### Routing congestion map

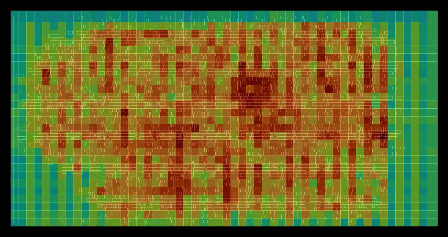
### Signal wires on met2

Scale: 1 px per um. Cells faint in the background.
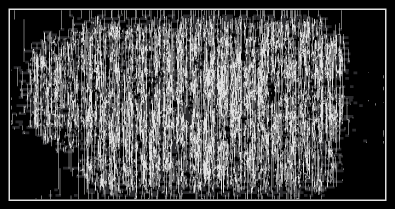
### Cell sizes after repair

Scale: 1.5 px per um.
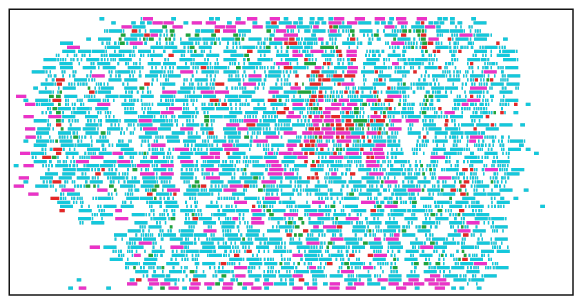
### Gate-type map

Scale: 1.5 px per um.
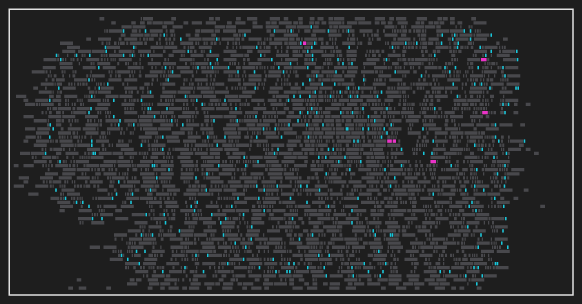
### Met3 routing

Scale: 1 px per um.
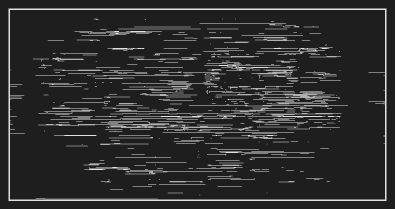
==> config.mk <==
export PLATFORM = sky130hd
export DESIGN_NAME = ooop_rs
export DESIGN_NICKNAME = d
export VERILOG_FILES = /design/src/rtl/ooop_rs_pkg.sv /design/src/rtl/ooop_rs_select.sv /design/src/rtl/ooop_rs.sv
export SDC_FILE = /design/constraint.sdc
export NUM_CORES = 1
export LEC_CHECK = 0
export ABC_AREA = 1
export CAP_MARGIN = 15
export CORE_ASPECT_RATIO = 0.5
export CORE_MARGIN = 2
export CORE_UTILIZATION = 40
export CTS_CLUSTER_SIZE = 12
export DETAILED_ROUTE_END_ITERATION = 16
export HOLD_SLACK_MARGIN = 0.06
export SETUP_SLACK_MARGIN = 0.4
export SYNTH_ARGS = -nofsm -noshare
export SYNTH_HDL_FRONTEND = slang
export SYNTH_SLANG_ARGS = --single-unit
==> constraint.sdc <==
create_clock -name clk -period 3.65 [get_ports clk]
set_input_delay 0.73 -clock clk [delete_from_list [all_inputs] [get_ports clk]]
set_output_delay 0.73 -clock clk [all_outputs]
set_load 0.05 [all_outputs]
==> results.txt <==
Results of the implementation run.

The mean instance size in the synthesized netlist came out at ~7.9 sq um. In this run the number of H-tree levels came out at 2. The tally of max-capacitance violations came out at 0. The highest attainable clock frequency is around 290 MHz. The initial antenna violation count is 2. The synthesized netlist occupies a cell area of about 0.028 sq mm. Cells fill between 50% and 60% of the core in the end. The synthesized-area fraction occupied by xor and xnor cells is a little over 1%. Per the OpenROAD floorplan log, the width of the die is ~370 um.

The register with the most flip-flops in the layout has roughly 550 of them. The final max-slew violation count recorded for this run is 0. The setup path with the least slack is of type flip-flop to output pin. For the pin with the worst max-slew slack, the measured transition is between 1 and 1.5 ns. The worst reg-to-reg path cell count came out at 18. In the final routed layout, each cell accounts on average for ~22 um.

The run finished with clean final reports. In this run the clock root is driven by a sky130_fd_sc_hd__clkbuf_16. The vertical die size is 189 um. The ratio of routed vias to standard cells is between 5 and 6. The count of buffers added on input and output ports is roughly 160. The DRC violation count after routing came out at 0. In this run the power density over the cells is approximately 470 mW/mm^2.

Per the post-place timing report, worst setup slack is roughly 0.59 ns. Max fanout on the critical path was recorded as 8. The cell family with the largest share of critical-path delay is simple AND/OR/NAND/NOR gates. The register-to-register path setup slack is 0.47 ns. In this run the full chip footprint comes out at 0.0710 sq mm. Among all flip-flop cells after synthesis, the most frequent one is sky130_fd_sc_hd__dfrtp_1. The clock tree from TritonCTS is yes. For reference, the top cells by area after synthesis are sky130_fd_sc_hd__dfrtp_1 51%, sky130_fd_sc_hd__nand2_1 12%, sky130_fd_sc_hd__o21ai_0 8.7%, sky130_fd_sc_hd__nor2_1 4.5%, sky130_fd_sc_hd__inv_1 4.5%.

The part of the power in combinational logic came out at between 20% and 30%. The floorplan has between 60 and 70 rows. Counting both buffers and inverters, the worst setup path holds a total of 5. Walking the worst path, the cells encountered are inv_1 -> nand2_2 -> nand3_4 -> nand2_4 -> nor2_4 -> nand4_1 -> nor2_4 -> buf_6 -> buf_12 -> buf_16 -> nand3_1 -> nand3_2 -> buf_12. The number of synthesized flops with an enable pin is 0.

The cell count after synthesis is 3504. The clock edge transition at the registers on the reported setup and hold paths is 0.06 ns. The number of nets handed over by synthesis was 3591. The final critical-path required period came out at 3.44 ns. Detailed placement finished with a half-perimeter wire length of about 55000 um. The count of fill cells added during filler insertion came out at around 6100. The number of nets with antenna violations after detailed routing is 0.

Yosys stat counts about 3500 cells in the synthesized netlist. The clock passes through at most 3 buffers. The overall overflow remaining after global route came out at 0. The data required time of the worst path came out at about 3 ns. The slew check shows that the tightest pin keeps a relative margin of 19.8%. TritonCTS created between 50 and 60 clock buffers. The number of synthesized register bits came out at roughly 560.

Across the VDD grid, the largest voltage drop is roughly 0.36 mV. Of the combinational cells, the family taking the most area is simple AND/OR/NAND/NOR gates. The leakage power is ~17 nW.

The net switching power figure is slightly above 0.005 W. The worst setup path is launched from a flip-flop. The adder-cell share of the synthesized area came out at 0.255%. Yosys instantiated no cell more often than sky130_fd_sc_hd__nand2_1. The cell taking the most area after synthesis is sky130_fd_sc_hd__dfrtp_1. The internal power component is 0.0114 W. The final setup TNS is 0 ns. The area share of the largest cell type after synthesis came out at 51.3%. The area taken by sequential standard cells is reported as around 0.014 sq mm. The largest single stage delay on the critical path is about 0.4 ns. Hold-check failures listed in the final report amount to 0. The worst hold path belongs to the class flip-flop to flip-flop.

The maximum number of pins on one net before global-route repair is 110. The clock skew is ~0.018 ns. At the later pin of the worst-skew pair, clock insertion delay measures a little over 0.6 ns. The combinational gate area came out at 0.0122 sq mm. The post-synthesis async set-or-reset flop share is 100%.

The first detailed-routing pass ran for 6 iterations. Multiplexer cells account for 0% of the synthesized area. The via count of the first global-routing pass came out at approximately 25000. The tally of unique sky130hd cells used after synthesis came out at 44. The net count reported at finish came out at ~3800. The fraction of layout cells with a size suffix above 1 came out at 15.8%. The worst path uses between 90% and 100% of the clock period. The number of instances in the placed design came out at approximately 4400. The floorplan core density came out at between 40 and 50%. The first global-routing pass estimated between 150000 and 200000 um of wire.

Counting only logic cells after layout, the most numerous master is sky130_fd_sc_hd__nand2_1. The clock network is responsible for 33.5% of the overall power. The number of warnings printed during yosys synthesis came out at 0. The last weighted congestion value of the routability-driven placer is 0.919.
About 'Routing congestion map':
most used routing layer in global routing: met2
GR Layer Usage met1: 39.7%
met2 global-route usage: 42.5%

About 'Signal wires on met2':
main direction: vertical
longest straight run: 90.6 um
share of all routed wire: 44%
wire length on this layer: 45.5 mm
nets with wire on the layer: 2966
via count: 26122
aggregate routed wire length: 103000 um

About 'Cell sizes after repair':
[red] drive 3 to 4 | cells: 164
[magenta] drive 6 and up | cells: 242
[green] drive 2 | cells: 179
[cyan] drive 1 or less | cells: 3106
Area growth, synth to finish: 28.7%
final std cell area, no fill: 0.0354 sq mm
worst setup margin: 0.212 ns

About 'Gate-type map':
[cyan] inverters | cells: 339 | most used: inv_1 | where: widely spread
[magenta] AND-OR and OR-AND gates | cells: 6 | most used: o2111a_1
number of non-filler instances in the completed layout: 4590
fraction of area in multi-input gates: 34.6%

About 'Met3 routing':
main direction: horizontal
nets with wire on the layer: 351
longest straight run: 131 um
wire length on this layer: 10400 um
share of all routed wire: 10%
met3 track utilization from global routing: 5.06%

-- through the flow --
step           total power [W]  area [sq um]  hold slack, ns
6_report                0.0165         35400           0.482
5_1_grt                 0.0172         35400           0.500
4_1_cts                 0.0163         34300           0.474
3_5_place_dp            0.0104         30800           0.459
3_3_place_gp            0.0104         30800           0.455
2_1_floorplan          0.00901         27500           0.434
-- tightest hold or removal path, cell delays in order, from the launching register on --
cell	delay, ns
sky130_fd_sc_hd__dfrtp_1	0.34
sky130_fd_sc_hd__nand2_1	0.05
sky130_fd_sc_hd__o21ai_0	0.05
-- area by class of cell --
class	count	area share [%]
Sequential cell	564	39.9
Multi-Input combinational cell	2369	34.6
Timing Repair Buffer	336	14.2
Clock buffer	81	4.54
Inverter	339	3.60
Tap cell	897	3.17
Clock inverter	2	0.0707
Antenna cell	2	0.0141
-- repair_timing --
action,4_1_cts,5_1_grt
gates cloned,23,13
endpoints found under the hold margin,26,0
setup buffers,53,9
endpoints found under the setup margin,70,72
pin swaps,51,76
resized,175,199
hold buffers,1,0
-- power groups by stage --
stage	Combinational, W	Clock (W)	Sequential (W)
after floorplan	0.00167	0	0.00733
after global placement	0.00300	0	0.00736
after detailed placement	0.00304	0	0.00737
after CTS	0.00351	0.00558	0.00726
after global routing	0.00398	0.00584	0.00735
final	0.00370	0.00553	0.00728
-- cells by family (layout without fill, tap and decap cells) --
logic type / Yosys count / count (layout)
DFF: 564 / 564
xor gates and xnor gates: 32 / 32
buffers and inverters: 571 / 758
other: 0 / 2
AOI/OAI and AO/OA: 693 / 693
adders and majority gates: 5 / 5
and+or+nand+nor: 1639 / 1639
-- metal layers --
layer  share of wire, %  global-route usage, %  routed length, um
met5                  0                      0                  0
met4                3.3                   9.34               3350
met3                 10                   5.06              10400
met2                 44                   42.5              45500
met1                 42                   39.7              43400
Power figures rest on the tool's default switching activity, not on a simulated workload.
